**Signal wires on met1**

Bar = 20 um. Supply wires on this layer in grey.
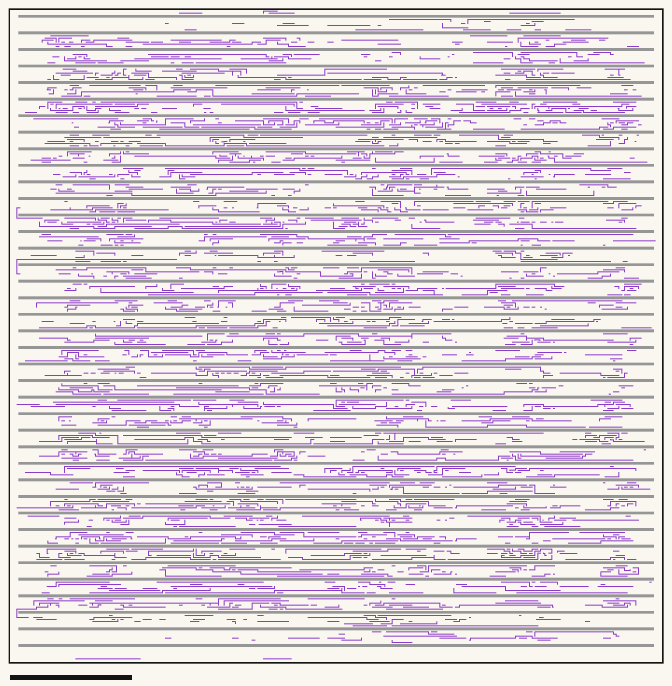
**The metal 2 layer**

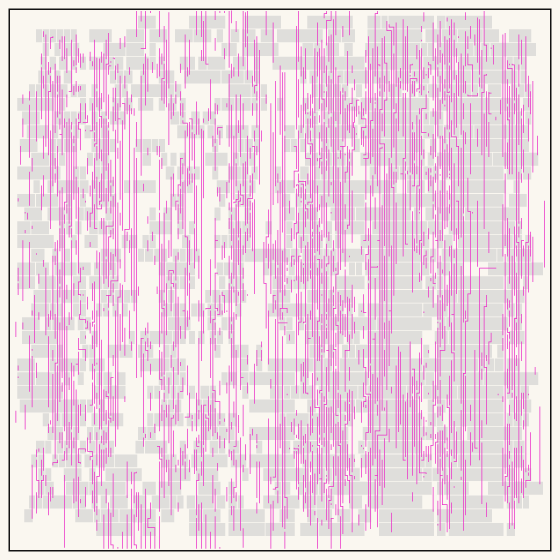
**Met3 routing**

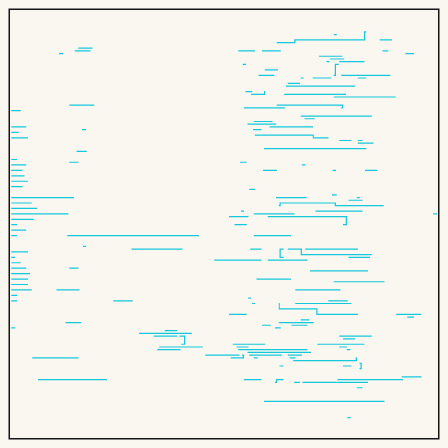
==> config.mk <==
export PLATFORM = sky130hd
export DESIGN_NAME = pc_sequencer
export DESIGN_NICKNAME = d
export VERILOG_FILES = /design/src/rtl/pc_sequencer.sv
export SDC_FILE = /design/constraint.sdc
export NUM_CORES = 1
export LEC_CHECK = 0
export ABC_AREA = 1
export ABC_CLOCK_PERIOD_IN_PS = 3200
export CAP_MARGIN = 10
export CORE_UTILIZATION = 57
export CTS_CLUSTER_SIZE = 40
export DETAILED_ROUTE_END_ITERATION = 7
export PLACE_DENSITY_LB_ADDON = 0.1
export SLEW_MARGIN = 30
export SYNTH_ARGS = -nofsm -noshare
export SYNTH_HDL_FRONTEND = slang
export SYNTH_SLANG_ARGS = --single-unit
export TNS_END_PERCENT = 10
==> constraint.sdc <==
create_clock -name clk -period 3.2 [get_ports clk]
set_input_delay 0.64 -clock clk [delete_from_list [all_inputs] [get_ports clk]]
set_output_delay 0.64 -clock clk [all_outputs]
set_load 0.1 [all_outputs]
==> CHANGELOG.md <==
### Changed

* Outcome: completed
* Combinational Gates at between 600 and 700
* DR WL/cell at about 17 um
* Flop area at 2520 um2
* Commonest flop: edfxtp_1
* Yosys stat chip area at 6300 um2
* Final min period at around 2.7 ns
* RSZ-0062 raised after global routing: no
* Core box area at 10800 um2
* Ant diodes at 0
* Pin count of the biggest net entering global routing at 27
* Post-route insts no fill at 1088
* Clock Latency Late Sink at 0.36 ns
* Mapped Cells at 856
* Crit path required time at 3.27 ns
* Max-Slew Margin vs Limit at 63.1%
* CP dominant cell by count: inv_1
* Fraction of area in multi-input gates at 42.5%
* Syn Nets at around 930
* Layout inverter count without the clock tree at between 100 and 150
* Final hold violations at 0
* Maxcap violations at 0
* Initial antenna violation count at 0
* PwrDens at between 800 and 900 nW/um2
* Arr. time, crit path at 2.79 ns
* Fraction of area in registers at approximately a third
* # resized after CTS at 0
* DR pass1 iterations at 5
* Post-CTS Setup Bufs at 0
* Fill count at 827
* YS warnings at 0
* Cells on worst reg2reg path at 9
* Buffers, non-clock at 95
* Root buffer cell: clkbuf_8
* Die x size at 107 um
* Clkbuf count at 12
* CTS tree: done
* RePlAce Congestion at between 0.9 and 1
* Grt total ovfl at 0
* Clock skew at 0.00837 ns
* Synth flops at 88
* DIE AREA at 11500 um2
* Share of layout cells above drive strength 1 at between 10% and 20%
* Worst-Margin Slew at 0.553 ns
* Hold buffers post-CTS at 0
* H-tree depth at 3
* Hold WC Path Type: reg -> reg
* Clock-cell share of area at a little under 3%
* Mux cell area share at 0%
* Gate Area at 3240 um2
* CP Capture Type: flop
* Synthesized area per cell at about 7.4 um2
* Hold_ws at around 0.57 ns
* Delay-heaviest family, CP: buffers and inverters
* Critical path class: in -> reg
* Most frequent logic cell in the layout: nand2_1
* Row cnt at 38
* NumNets Final at 1018
* Placed Instances at 1072
* Vias in the first global route at 5910
* Yosys simple share at ~29%
* Startpoint Class: input pin
* Number of enable flip-flop cells at 64
* Largest register FFs at 64
* Cell Type Count at 44
* Fa+ha+maj area frac at 7.51%
* Seq share, synth at 40.0%
* Final ANT Viol Nets at 0
* Synthesized cell area at 6300 um2
* Starting Density at 58.4%
* XORs/XNORs by Area at under 10%
* Max Root-Sink Buffers at 2
* Largest class: multi-input combinational cells
* CP max FO at 8
* Placement Cell Area at 7390 um2
* Leakage dissipation at between 3 and 4 nW
* Most common logic cells in the final layout: nand2_1, inv_1, nor2_1, edfxtp_1
* Crit-path slowest cell: clkdlybuf4s50_1
* Io pins at 76
* WP buf/inv at 5
* DRC viols at 0
* Fmax at between 0.3 and 0.4 GHz
* CP cell instances: clkdlybuf4s50_1, inv_1, nor2_1, inv_1, nor2_4, nand3_1, o21ai_0, inv_1, nor2_1, buf_4
* Final worst slack at 0.480 ns
* First-pass GRT wire length at 29000 um
* Delay of the slowest critical-path stage at 0.45 ns
* Vias per cell at 5.64
* Finished Cell Area at 7620 um2
* CTS Sinks at 88
* Hold Crit Depth at 2
* Pins Over Slew Limit at 0
* DRT iter0 DRCs at approximately 460
* TNS Setup at 0 ns
* Gr usage total at 33.2%
* Flops at between 80 and 90
* Yosys cell count at 856
* Top logic family: simple AND/OR/NAND/NOR gates
Notes on 'signal wires on met1' above:
share of all routed wire: 42%
longest straight run: 35.4 um
wire length on this layer: 7720 um
nets with wire on the layer: 943
met1 Use GR: 41.6%
WL final: 18400 um
vias: 6141

Notes on 'the metal 2 layer' above:
share of all routed wire: 50%
wire length on this layer: 9110 um
longest straight run: 56.1 um
met2 usage: 57.6%

Notes on 'met3 routing' above:
longest straight run: 32.7 um
nets with wire on the layer: 118
main direction: horizontal
met3 GRT Util: 3.83%

where the power goes:
part | internal (mW) | switching (mW) | leakage, nW | total [mW]
clock | 0.453 | 0.379 | 0.113 | 0.832
sequential | 1.51 | 0.223 | 0.856 | 1.73
combinational | 1.01 | 2.63 | 2.73 | 3.64
total | 2.97 | 3.23 | 3.70 | 6.20
worst reg2reg max path, stage by stage, from the launching register on:
cell	delay, ns
dfrtp_1	0.46
inv_1	0.09
nand3_1	0.25
inv_1	0.15
nor2_4	0.14
nand3_1	0.17
o21ai_0	0.37
inv_1	0.12
nor2_1	0.30
buf_4	0.26
Yosys cell counts (2+ instances only):
cell type | n | area share, %
ha_1 | 33 | 6.6
nand4_1 | 11 | 1.1
fa_1 | 3 | 0.95
and3_1 | 2 | 0.20
nor2_2 | 3 | 0.30
nor2_1 | 64 | 3.8
edfxtp_1 | 64 | 31
nand3_1 | 51 | 4.1
o21ai_0 | 57 | 4.5
o22ai_1 | 10 | 0.99
xor2_1 | 11 | 1.5
nor3_1 | 5 | 0.40
inv_2 | 3 | 0.18
nand2_1 | 289 | 17
nand2_2 | 3 | 0.30
inv_1 | 116 | 6.9
clkbuf_1 | 10 | 0.60
xnor2_1 | 4 | 0.56
nor2_4 | 4 | 0.72
buf_4 | 2 | 0.24
xor2_2 | 2 | 0.52
buf_2 | 7 | 0.56
dfrtp_1 | 24 | 9.5
a21oi_1 | 51 | 4.1
o221ai_1 | 7 | 0.97
a21o_1 | 2 | 0.24
layer usage:
layer	vias up	part of all wire (%)	GRT usage [%]
met4	0	3.0	14.9
met5	-	0	0
met1	2857	42	41.6
met3	49	5.4	3.83
li1	2975	-	-
met2	260	50	57.6
Power is estimated from default activity; no workload was simulated.
